Figure 1. Clock nets (run 1).
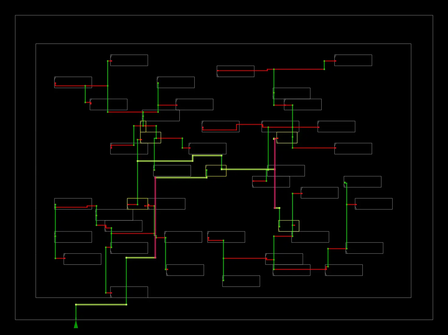
Figure 2. Pin map (run 1).
Drawn at 3 px/um. Pins as bars across the die edge, other pins in grey.
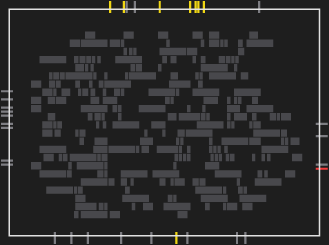
Figure 3. Placed cells, one colour a class (run 1).
Drawn at 4 px/um. Fill, decap, tap and diode cells in grey.
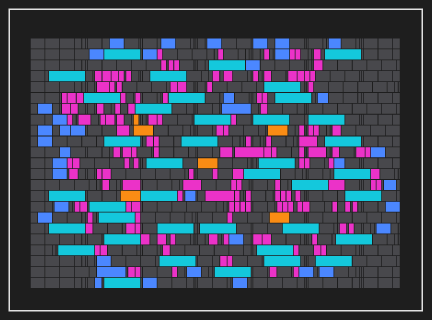
## config.mk

```make
export PLATFORM = sky130hd
export DESIGN_NAME = serial_adder
export DESIGN_NICKNAME = d
export VERILOG_FILES = /design/src/rtl/serial_adder.sv
export SDC_FILE = /design/constraint.sdc
export NUM_CORES = 1
export LEC_CHECK = 0
export ABC_AREA = 1
export CAP_MARGIN = 20
export CELL_PAD_IN_SITES_DETAIL_PLACEMENT = 0
export CELL_PAD_IN_SITES_GLOBAL_PLACEMENT = 1
export CORE_ASPECT_RATIO = 0.7
export CORE_MARGIN = 5
export CORE_UTILIZATION = 30
export CTS_CLUSTER_DIAMETER = 100
export DETAILED_ROUTE_END_ITERATION = 8
export PLACE_DENSITY_LB_ADDON = 0.1
export SLEW_MARGIN = 20
export SYNTH_ARGS = -nofsm -noshare
export SYNTH_HDL_FRONTEND = slang
export SYNTH_SLANG_ARGS = --single-unit
```

## constraint.sdc

```tcl
create_clock -name clk -period 1.8 [get_ports clk]
set_input_delay 0.54 -clock clk [delete_from_list [all_inputs] [get_ports clk]]
set_output_delay 0.54 -clock clk [all_outputs]
set_load 0.01 [all_outputs]
```

## src/rtl/serial_adder.sv

```systemverilog
// Digit-serial adder/subtractor: one DIGIT_W-bit slice walks the operands
// LSB first and drops the final sum/carry/overflow into held result registers.
module serial_adder #(
    parameter int WIDTH   = 8,
    parameter int DIGIT_W = 1
) (
    input  logic             clk,
    input  logic             rst_n,
    input  logic             start,
    input  logic             sub,
    input  logic [WIDTH-1:0] a,
    input  logic [WIDTH-1:0] b,
    output logic             busy,
    output logic             done,
    output logic [WIDTH-1:0] sum,
    output logic             cout,
    output logic             overflow
);

    localparam int N  = WIDTH / DIGIT_W;
    localparam int CW = (N > 1) ? $clog2(N) : 1;

    generate
        if (WIDTH < 2 || DIGIT_W < 1 || (WIDTH % DIGIT_W) != 0) begin : g_bad_params
            $error("serial_adder: WIDTH must be >= 2 and a multiple of DIGIT_W");
        end
    endgenerate

    typedef enum logic [1:0] {IDLE, RUN, DONE} state_t;

    state_t            state_q, state_d;
    logic [WIDTH-1:0]  opa_q, opa_d;
    logic [WIDTH-1:0]  opb_q, opb_d;
    logic [WIDTH-1:0]  psum_q, psum_d;
    logic              carry_q, carry_d;
    logic [CW-1:0]     cnt_q, cnt_d;
    logic [WIDTH-1:0]  sum_q, sum_d;
    logic              cout_q, cout_d;
    logic              ovf_q, ovf_d;

    // Slice signals for the digit currently at the bottom of the operand shifters
    logic [DIGIT_W:0]   slice;
    logic [DIGIT_W-1:0] dig;
    logic               slice_co;
    logic               c_into_msb;
    logic [WIDTH-1:0]   psum_next;

    // Adder slice: carry into the digit's top bit is recovered from its sum bit
    always_comb begin
        slice      = {1'b0, opa_q[DIGIT_W-1:0]} + {1'b0, opb_q[DIGIT_W-1:0]}
                   + {{DIGIT_W{1'b0}}, carry_q};
        dig        = slice[DIGIT_W-1:0];
        slice_co   = slice[DIGIT_W];
        c_into_msb = dig[DIGIT_W-1] ^ opa_q[DIGIT_W-1] ^ opb_q[DIGIT_W-1];
        psum_next  = (psum_q >> DIGIT_W) | (WIDTH'(dig) << (WIDTH - DIGIT_W));
    end

    // Next-state and datapath updates; results only load on the last digit
    always_comb begin
        state_d = state_q;
        opa_d   = opa_q;
        opb_d   = opb_q;
        psum_d  = psum_q;
        carry_d = carry_q;
        cnt_d   = cnt_q;
        sum_d   = sum_q;
        cout_d  = cout_q;
        ovf_d   = ovf_q;
        case (state_q)
            IDLE, DONE: begin
                state_d = IDLE;
                if (start) begin
                    // subtraction is a + ~b + 1, the +1 entering as the first carry
                    opa_d   = a;
                    opb_d   = sub ? ~b : b;
                    carry_d = sub;
                    cnt_d   = '0;
                    psum_d  = '0;
                    state_d = RUN;
                end
            end
            RUN: begin
                opa_d   = opa_q >> DIGIT_W;
                opb_d   = opb_q >> DIGIT_W;
                psum_d  = psum_next;
                carry_d = slice_co;
                cnt_d   = cnt_q + CW'(1);
                if (cnt_q == CW'(N - 1)) begin
                    sum_d   = psum_next;
                    cout_d  = slice_co;
                    ovf_d   = c_into_msb ^ slice_co;
                    state_d = DONE;
                end
            end
            default: state_d = IDLE;
        endcase
    end

    // State and datapath registers with asynchronous clear
    always_ff @(posedge clk or negedge rst_n) begin
        if (!rst_n) begin
            state_q <= IDLE;
            opa_q   <= '0;
            opb_q   <= '0;
            psum_q  <= '0;
            carry_q <= 1'b0;
            cnt_q   <= '0;
            sum_q   <= '0;
            cout_q  <= 1'b0;
            ovf_q   <= 1'b0;
        end else begin
            state_q <= state_d;
            opa_q   <= opa_d;
            opb_q   <= opb_d;
            psum_q  <= psum_d;
            carry_q <= carry_d;
            cnt_q   <= cnt_d;
            sum_q   <= sum_d;
            cout_q  <= cout_d;
            ovf_q   <= ovf_d;
        end
    end

    assign busy     = (state_q == RUN);
    assign done     = (state_q == DONE);
    assign sum      = sum_q;
    assign cout     = cout_q;
    assign overflow = ovf_q;

endmodule

```

==> flow_metrics.py, run 1 <==
# Auto-generated metrics
metrics = {
    "run_status": {
        "status": "finished clean",
    },
    "power": {
        "pg_seq_mw": 1.48,
        "p_sw_share_pct": 39.6,
        "top_power_group": "combinational cells",
    },
    "finish": {
        "seq_area_share_pct": 42.5,
        "drive_above_1_share_pct": 15.2,
        "final_util_pct": 39.7,
        "fill_cells": 577,
        "clkCellAreaFrac_pct": 3.16,
        "nonClockBufferCount": 39,
        "logic_gates": 134,
        "seq_area_sq_um": 976,
    },
    "clocking": {
        "max-clock-path-buffers": 2,
        "cts_resized": 2,
        "cts_setup_buffers": 0,
        "root_buffer": "clkbuf_8",
    },
    "critical_path": {
        "rrSetupSlack_ns": 0.23,
        "cpMaxStageDelayCell": "clkdlybuf4s50_1",
        "startpoint_type": "register",
        "cp_top_family": "buffers and inverters",
        "worstSetupPathType": "register to primary output",
        "reg2reg_depth": 8,
    },
    "grt": {
        "grt_pass1_vias": 1332,
        "grt_max_degree": 40,
    },
    "place": {
        "dpl.hpwl_um": 2680,
        "dpl_worst_slack_ns": 0.0877,
        "dpl-instance-area_sq_um": 2230,
    },
    "flow_run": {
        "cap_violations": 0,
    },
    "logic_synthesis": {
        "yosys-top-cells-area": "dfrtp_1, nand2_1, nand3_1, inv_1, nand2_2",
        "synthXorXnorAreaFrac_pct": 1.45,
        "yosys-mux-area-fraction_pct": 0,
        "top_logic_kind": "simple AND/OR/NAND/NOR gates",
        "top_cell_area_share_pct": 53.9,
        "syn_area_per_cell_sq_um": 9.10,
        "synth_cell_types": 25,
    },
    "route": {
        "num_vias": 1343,
        "wl_met2_um": 1540,
        "dr.pass1.iters": 4,
    },
}
-- Figure 1 (at the start) --
CTS Sinks: 39
clk ins delay skew pair: 0.28 ns

-- Figure 2 (at the start) --
Yellow marks a, pins 8, direction input, edge 7 top, 1 bottom. Red marks cout, pins 1, direction output, edge right.
All pins by edge: 10 top, 9 bottom, 9 left, 4 right.
Die Height: 75.0 um
Port-buffer cells: 31
Die W: 103 um

-- Figure 3 (at the start) --
Cyan marks flip-flops, cells 39. Orange marks clock drivers and dummy loads, cells 6. Blue marks other buffers and delay cells, cells 39. Magenta marks all other logic, cells 153.

Figure 4. Routed clock nets over the placement (run 1).
Drawn at 6 px/um.
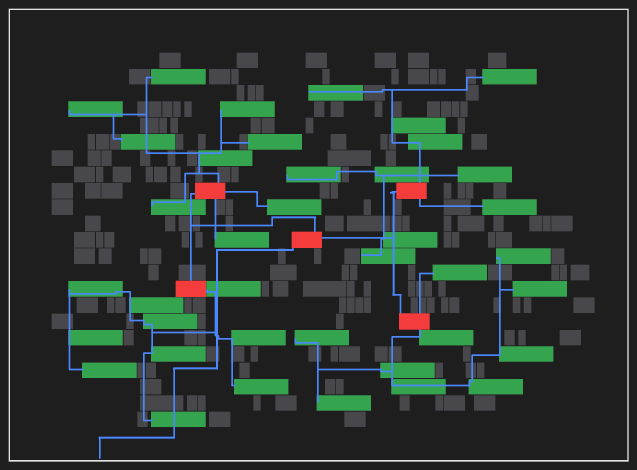

==> run 2: changes to the inputs <==
--- a/config.mk
+++ b/config.mk
@@ -9,7 +9,7 @@
 export CAP_MARGIN = 20
 export CELL_PAD_IN_SITES_DETAIL_PLACEMENT = 0
 export CELL_PAD_IN_SITES_GLOBAL_PLACEMENT = 1
-export CORE_ASPECT_RATIO = 0.7
+export CORE_ASPECT_RATIO = 0.5
 export CORE_MARGIN = 5
 export CORE_UTILIZATION = 30
 export CTS_CLUSTER_DIAMETER = 100
Figure 5. Routed clock nets over the placement (run 2).
Drawn at 6 px/um.
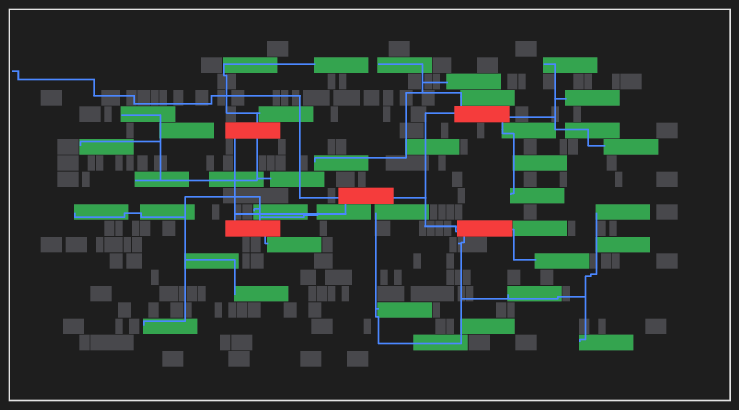
Red marks cells driving clock nets, count 5. Blue marks clock wires, length 582 um. Green marks flip-flops, count 39.
There are 6 routed clock nets.
Fin Clk Skew: 0.00314 ns
Clk pwr share: 24.2%
Clock group: 1.03 mW

==> run 2 against run 1 <==
  * Global-route usage is 0.60 points lower
  * Die area is 0.90% higher
  * Combinational power is 3% lower
  * Synthesized cell count stayed put
  * Wire length is 0.32% lower
  * Cell area is 3.0% higher
  * Fmax is 0.30% higher
  * Largest cell class unchanged
  * Critical endpoint is now overflow
  * Final cell count is 0.32% higher
  * Sequential power hardly changed
  * Largest power group unchanged
  * First-iteration DRC count is 85% higher
  * Setup slack better by 0.0052 ns
==> flow_metrics.py, run 2 <==
# Auto-generated metrics
metrics = {
    "clocking": {
        "max-clock-path-buffers": 2,
        "root_buffer": "clkbuf_16",
        "cts_resized": 2,
        "cts_sinks": 39,
        "insertion_delay_ns": 0.28,
        "cts_setup_buffers": 0,
    },
    "grt": {
        "grt_max_degree": 40,
        "grtUsageMet2_pct": 15.8,
        "grt_pass1_vias": 1313,
    },
    "finish": {
        "clkCellAreaFrac_pct": 7.35,
        "drive_above_1_share_pct": 15.3,
        "seq_area_sq_um": 976,
        "layout_top_cell": "nand2_1",
        "seq_area_share_pct": 41.3,
        "logic_gates": 134,
        "fill_cells": 616,
        "nonClockBufferCount": 36,
    },
    "place": {
        "dpl-instance-area_sq_um": 2190,
        "port_buffers": 31,
        "dpl_worst_slack_ns": -0.000974,
        "dpl.hpwl_um": 2490,
    },
    "floorplanning": {
        "fp.dieH_um": 65.0,
        "nWellTaps": 77,
        "die_w_um": 120,
    },
    "route": {
        "dr.pass1.iters": 4,
        "wl_met2_um": 1610,
    },
    "critical_path": {
        "cp_top_family": "buffers and inverters",
        "rrSetupSlack_ns": 0.24,
        "worstSetupPathType": "register to primary output",
        "reg2reg_depth": 8,
        "cpMaxStageDelayCell": "clkdlybuf4s50_1",
        "startpoint_type": "register",
    },
    "logic_synthesis": {
        "synth_cell_types": 25,
        "yosys-top-cells-area": "dfrtp_1, nand2_1, nand3_1, inv_1, nand2_2",
        "yosys-mux-area-fraction_pct": 0,
        "synthXorXnorAreaFrac_pct": 1.45,
        "syn_area_per_cell_sq_um": 9.10,
        "top_logic_kind": "simple AND/OR/NAND/NOR gates",
        "top_cell_area_share_pct": 53.9,
    },
    "run_status": {
        "status": "finished clean",
    },
    "power": {
        "p_sw_share_pct": 36.6,
        "pg_seq_mw": 1.47,
    },
    "flow_run": {
        "cap_violations": 0,
    },
}
Figure 6. Clock nets (run 2).
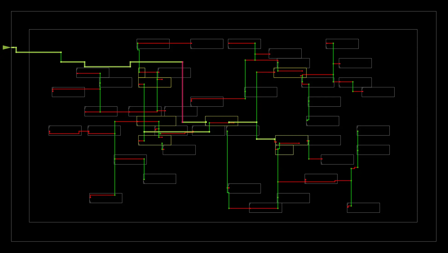
seq_cells: 39
Clock buffer cells: 6

==> run 3: changes to the inputs <==
--- a/config.mk
+++ b/config.mk
@@ -6,7 +6,6 @@
 export NUM_CORES = 1
 export LEC_CHECK = 0
 export ABC_AREA = 1
-export CAP_MARGIN = 20
 export CELL_PAD_IN_SITES_DETAIL_PLACEMENT = 0
 export CELL_PAD_IN_SITES_GLOBAL_PLACEMENT = 1
 export CORE_ASPECT_RATIO = 0.5
Figure 7. Placed cells, one colour a class (run 3).
Drawn at 4 px/um. Fill, decap, tap and diode cells in grey.
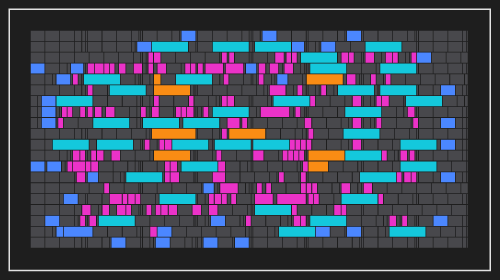
flop share of the area: 41.3%
design area: 2360 sq um
fin util: 39.7%
Std-Cell Core Area: 5960 sq um

==> run 3 against run 2 <==
  * Worst hold slack is the same
  * Clock skew is the same
  * Combinational power hardly changed
  * Power is the same
==> flow_metrics.py, run 3 <==
# Auto-generated metrics
metrics = {
    "finish": {
        "seq_area_sq_um": 976,
        "fill_cells": 616,
        "clkbuf_count": 6,
        "drive_above_1_share_pct": 15.3,
        "clkCellAreaFrac_pct": 7.35,
        "flop-count": 39,
        "layout_top_cell": "nand2_1",
    },
    "clocking": {
        "root_buffer": "clkbuf_16",
        "cts_sinks": 39,
        "cts_resized": 2,
    },
    "logic_synthesis": {
        "top_logic_kind": "simple AND/OR/NAND/NOR gates",
        "synth_cell_types": 25,
        "syn_area_per_cell_sq_um": 9.10,
        "yosys-top-cells-area": "dfrtp_1, nand2_1, nand3_1, inv_1, nand2_2",
    },
    "power": {
        "p_clk_mw": 1.03,
    },
    "route": {
        "wl_met2_um": 1610,
    },
    "place": {
        "dpl.hpwl_um": 2490,
        "dpl_worst_slack_ns": -0.000974,
    },
    "critical_path": {
        "startpoint_type": "register",
        "cp_top_family": "buffers and inverters",
        "rrSetupSlack_ns": 0.24,
    },
    "run_status": {
        "status": "finished clean",
    },
    "floorplanning": {
        "nWellTaps": 77,
        "die_w_um": 120,
    },
    "final_timing": {
        "skew_ns": 0.00314,
    },
    "grt": {
        "grt_pass1_vias": 1313,
    },
}
Figure 8. M2 wires (run 3).
Drawn at 4 px/um. Cells faint in the background.
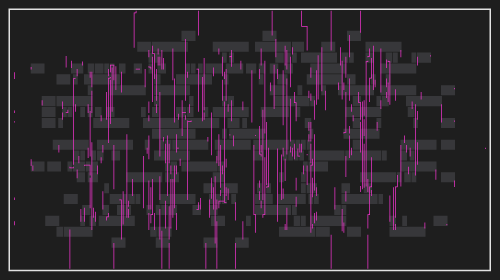
The layer holds 43% of the routed length. 198 nets have wire on it. The layer carries 1610 um of wire. The wires run mostly vertical.

No activity file was given, so power comes from the tool's default toggle rates.
